[src/rtl/input_unit_xy.sv]
// input_unit_xy: router input port with flit FIFO, XY route computation and wormhole route lock
//
// Holds incoming flits in a DEPTH-entry FIFO. A head or single flit at the FIFO
// head in IDLE is routed in one cycle, and the route stays locked until the
// tail or single flit transfers. A body or tail flit seen in IDLE has no route:
// it is dropped and sets the sticky err_o.
//
// Optional feature: define IU_PKT_CNT_EN to add pkt_cnt_o, a 16-bit wrapping
// count of transferred tail/single flits.
//
// Ports:
//   clk        clock, all state on rising edge
//   rstn       asynchronous active-low reset
//   flit_i     upstream flit; [FW-1:FW-2] type (00 body, 01 head, 10 tail, 11 single)
//   valid_i    upstream flit valid
//   ready_o    FIFO not full
//   flit_o     FIFO head flit, qualified by valid_o
//   sel_o      one-hot route: 0 local, 1 north, 2 east, 3 south, 4 west
//   valid_o    flit_o valid towards the selected output
//   ready_i    per-output ready
//   err_o      sticky: body/tail flit arrived with no route locked
//   pkt_cnt_o  (IU_PKT_CNT_EN only) delivered packet count
module input_unit_xy #(
   parameter int FLIT_WIDTH = 32,
   parameter int DEPTH      = 4,
   parameter int X_W        = 3,
   parameter int Y_W        = 3,
   parameter int CUR_X      = 0,
   parameter int CUR_Y      = 0
) (
   input  logic                  clk,
   input  logic                  rstn,
   input  logic [FLIT_WIDTH-1:0] flit_i,
   input  logic                  valid_i,
   output logic                  ready_o,
   output logic [FLIT_WIDTH-1:0] flit_o,
   output logic [4:0]            sel_o,
   output logic                  valid_o,
   input  logic [4:0]            ready_i,
   output logic                  err_o
`ifdef IU_PKT_CNT_EN
   ,
   output logic [15:0]           pkt_cnt_o
`endif
);
   localparam int AW = $clog2(DEPTH);
   localparam logic [X_W-1:0] CX = X_W'(CUR_X);
   localparam logic [Y_W-1:0] CY = Y_W'(CUR_Y);

   typedef enum logic {IDLE, ACTIVE} state_t;

   logic [FLIT_WIDTH-1:0] r_mem [DEPTH];
   logic [AW:0]           r_wr_ptr, r_rd_ptr;
   state_t                r_state;
   logic [4:0]            r_sel;
   logic                  r_err;

   logic                  w_full, w_empty, w_wr, w_rd, w_xfer, w_drop, w_route_now;
   logic [1:0]            w_type;
   logic [X_W-1:0]        w_dx;
   logic [Y_W-1:0]        w_dy;
   logic [4:0]            w_route;

   // extra pointer bit distinguishes full from empty when the indices match
   assign w_full  = (r_wr_ptr[AW] != r_rd_ptr[AW]) && (r_wr_ptr[AW-1:0] == r_rd_ptr[AW-1:0]);
   assign w_empty = r_wr_ptr == r_rd_ptr;
   assign ready_o = !w_full;
   assign w_wr    = valid_i && !w_full;

   assign flit_o  = r_mem[r_rd_ptr[AW-1:0]];
   assign w_type  = flit_o[FLIT_WIDTH-1 -: 2];
   assign w_dx    = flit_o[FLIT_WIDTH-3 -: X_W];
   assign w_dy    = flit_o[FLIT_WIDTH-3-X_W -: Y_W];

   assign sel_o   = r_sel;
   assign err_o   = r_err;
   assign valid_o = (r_state == ACTIVE) && !w_empty;
   assign w_xfer  = valid_o && |(ready_i & r_sel);

   // type[0] set = head or single; type[1] set = tail or single
   assign w_route_now = (r_state == IDLE) && !w_empty && w_type[0];
   assign w_drop      = (r_state == IDLE) && !w_empty && !w_type[0];
   assign w_rd        = w_xfer || w_drop;

   // X resolved before Y
   always_comb
      w_route = (w_dx > CX) ? 5'b00100 :
                (w_dx < CX) ? 5'b10000 :
                (w_dy > CY) ? 5'b00010 :
                (w_dy < CY) ? 5'b01000 : 5'b00001;

   always_ff @(posedge clk)
      if (w_wr) r_mem[r_wr_ptr[AW-1:0]] <= flit_i;

   always_ff @(posedge clk or negedge rstn) begin
      if (!rstn) begin
         r_state  <= IDLE;
         r_sel    <= '0;
         r_err    <= 1'b0;
         r_wr_ptr <= '0;
         r_rd_ptr <= '0;
      end else begin
         if (w_wr) r_wr_ptr <= r_wr_ptr + 1'b1;
         if (w_rd) r_rd_ptr <= r_rd_ptr + 1'b1;
         if (w_drop) r_err <= 1'b1;
         if (w_route_now) begin
            r_state <= ACTIVE;
            r_sel   <= w_route;
         end else if (w_xfer && w_type[1]) begin
            r_state <= IDLE;
            r_sel   <= '0;
         end
      end
   end

`ifdef IU_PKT_CNT_EN
   logic [15:0] r_pkt_cnt;
   assign pkt_cnt_o = r_pkt_cnt;
   always_ff @(posedge clk or negedge rstn)
      if (!rstn) r_pkt_cnt <= '0;
      else if (w_xfer && w_type[1]) r_pkt_cnt <= r_pkt_cnt + 1'b1;
`endif
endmodule

[config.mk]
export PLATFORM = sky130hd
export DESIGN_NAME = input_unit_xy
export DESIGN_NICKNAME = d
export VERILOG_FILES = /design/src/rtl/input_unit_xy.sv
export SDC_FILE = /design/constraint.sdc
export NUM_CORES = 1
export LEC_CHECK = 0
export ABC_CLOCK_PERIOD_IN_PS = 2650
export CORE_MARGIN = 3
export CORE_UTILIZATION = 48
export CTS_CLUSTER_SIZE = 14
export DETAILED_ROUTE_END_ITERATION = 6
export PLACE_DENSITY = 0.83
export SYNTH_ARGS = -nofsm -noshare
export SYNTH_HDL_FRONTEND = slang
export SYNTH_SLANG_ARGS = --single-unit
[constraint.sdc]
create_clock -name clk -period 2.65 [get_ports clk]
set_clock_uncertainty 0.05 [all_clocks]
set_input_delay 0.53 -clock clk [delete_from_list [all_inputs] [get_ports clk]]
set_output_delay 0.53 -clock clk [all_outputs]
set_load 0.01 [all_outputs]
**Clock wires, drivers and flops**

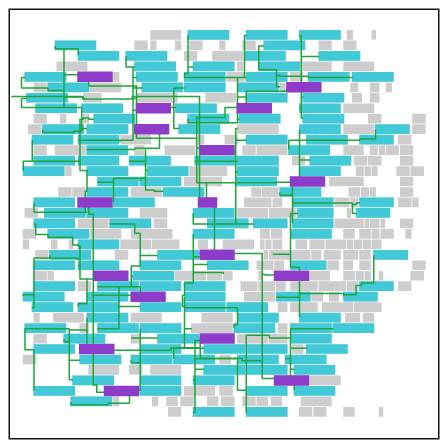
[green] clock wires | length: 1510 um
[cyan] flip-flops | count: 139
[purple] clock-net drivers | count: 17
routed clock nets	18
flops lie	spread over the die

**Wires at chosen ports, followed through buffers**

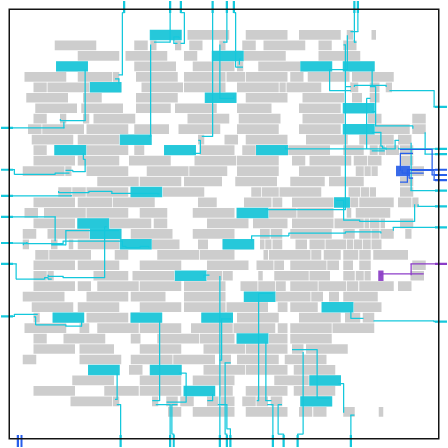
colour	port	direction	edge	end cells	buffers	wire
blue	ready_i	input	3 right, 2 bottom	1	3	55.1 um
cyan	flit_o	output	10 bottom, 8 top, 7 left, 7 right	32	32	1070 um
purple	valid_i	input	right	1	1	21.1 um

==> impl_metrics.py <==
# Physical implementation metrics
metrics = {
    "status": {
        "status": "finished clean",
    },
    "synth": {
        "yosys-top-cells-count": "edfxtp_1 (128), mux4_2 (28), dfrtp_1 (11)",
        "ys.flop_type": "edfxtp_1",
        "synth_chip_area_um2": 5310,
        "top_area_cell": "edfxtp_1",
        "yosys_cells": 234,
        "netlist_area_um2": 5310,
        "syn_area_per_cell_um2": 22.7,
        "area_leaders": "edfxtp_1 (72%), mux4_2 (12%), dfrtp_1 (5.2%)",
        "ys_ff": 139,
        "top_cell_area_share_pct": 72.4,
        "synthCells": 234,
    },
    "floorplanning": {
        "die-area_um2": 12400,
        "die_y_um": 111,
        "taps": 136,
        "fp_util_pct": 50.3,
        "ioPinCount": 80,
        "die_w_um": 111,
        "placementRows": 37,
    },
    "final_timing": {
        "layout_setup_ws_ns": 0.0599,
        "finalMaxSlewViolations": 0,
        "finalSetupViolCount": 0,
        "hold_viol": 0,
        "fmax_ghz": 0.386,
        "period_minus_slack_ns": 2.59,
        "min_period_over_period_pct": 97.7,
    },
    "power_and_ir_drop": {
        "p_seq_mw": 3.14,
        "p_seq_share_pct": 35.9,
        "clkPwrFrac_pct": 29.0,
        "power.total_mw": 8.74,
        "leakage_nw": 2.51,
        "p_sw_mw": 2.48,
        "power_density_nw_per_um2": 1230,
        "switching_share_pct": 28.4,
    },
    "global_routing": {
        "grt_util_met1_pct": 21.8,
        "grt_pass1_wl_um": 16000,
        "grt_antenna_before_repair": 0,
        "grt_pass1_vias": 2882,
        "grt_max_degree": 29,
        "gr-usage-met2_pct": 28.4,
    },
    "cells_and_area": {
        "n_clock_buffer": 21,
        "lay_top_count": "edfxtp_1",
        "instances_no_fill": 494,
        "combGateArea_um2": 1120,
        "design_area_um2": 7090,
        "buf_share_pct": 14.4,
        "n_all_buffers": 101,
        "layout.nets": 390,
        "nFillCells": 701,
        "logic_gates": 82,
        "flops": 139,
        "syn_to_final_growth_pct": 33.5,
        "nNonClkInverters": 4,
        "layout-drive-gt1-share_pct": 33.8,
    },
    "worst_setup_path": {
        "startpoint_type": "flip-flop",
        "path_depth": 4,
        "cp_cell_sequence": "buf_6 -> buf_12 -> mux4_2 -> clkdlybuf4s15_1",
        "worst_setup_path_end_kind": "output port",
        "slowest_stage": "mux4_2",
        "r2r_slack_ns": 0.48,
        "critPathKind": "flip-flop to output port",
        "path_buffers": 3,
        "r2r-end": "sel_o[1]$_DFFE_PN0P_",
        "required_ns": 2.07,
        "startpoint": "r_rd_ptr[0]$_DFFE_PN0P_",
        "crit_family": "multiplexers",
        "worstRegToRegCells": 7,
    },
    "cts": {
        "ctsHoldBuffers": 0,
        "root_buffer": "clkbuf_8",
        "clkSlewWorstSetupHoldPaths_ns": 0.06,
        "clock_sinks": 139,
        "cts.path.max_buffers": 2,
        "cts_buffers": 17,
    },
    "routing": {
        "num_vias": 2664,
        "via_per_inst": 5.39,
        "drt_wl_total_um": 10200,
        "dr.pass1.iters": 6,
        "drtAntennaViolNets": 0,
        "dr_wl_met3_um": 616,
        "remaining_drc_errors": 0,
    },
    "job": {
        "tool_warnings": 32,
        "drv_cap": 0,
    },
    "place": {
        "dp_slack_ns": 0.261,
        "detailed_place.area_um2": 6330,
        "portBuffers": 75,
        "post-place-cells": 448,
        "dp_hpwl_um": 5850,
    },
    "hold_path": {
        "hold_path.class": "input pin to asynchronous set/reset pin",
    },
}
==> cell families (layout without fill, tap and decap cells) <==
family / count (synthesis) / count (layout) / synth area share [%]
AND-OR/OR-AND: 11 / 11 / 1.84
adder cells (fa/ha/maj): 5 / 5 / 1.18
AND/OR/NAND/NOR: 20 / 20 / 2.19
XOR/XNOR: 9 / 9 / 1.48
other: 1 / 2 / 0.0706
flip-flops: 139 / 139 / 77.5
multiplexers: 35 / 35 / 14.2
buffers and inverters: 14 / 137 / 1.51
==> repair_timing <==
item / CTS / global route
gates cloned: 2 / 1
pin swaps: 1 / 0
gates resized: 77 / 26
setup endpoints to repair: 33 / 20
setup buffers: 9 / 2
==> flip-flops by register name, summed over array words and instances (netlist names) <==
signal	count
err_o	1
r_mem	128
r_rd_ptr	3
r_state	1
r_wr_ptr	3
sel_o	3
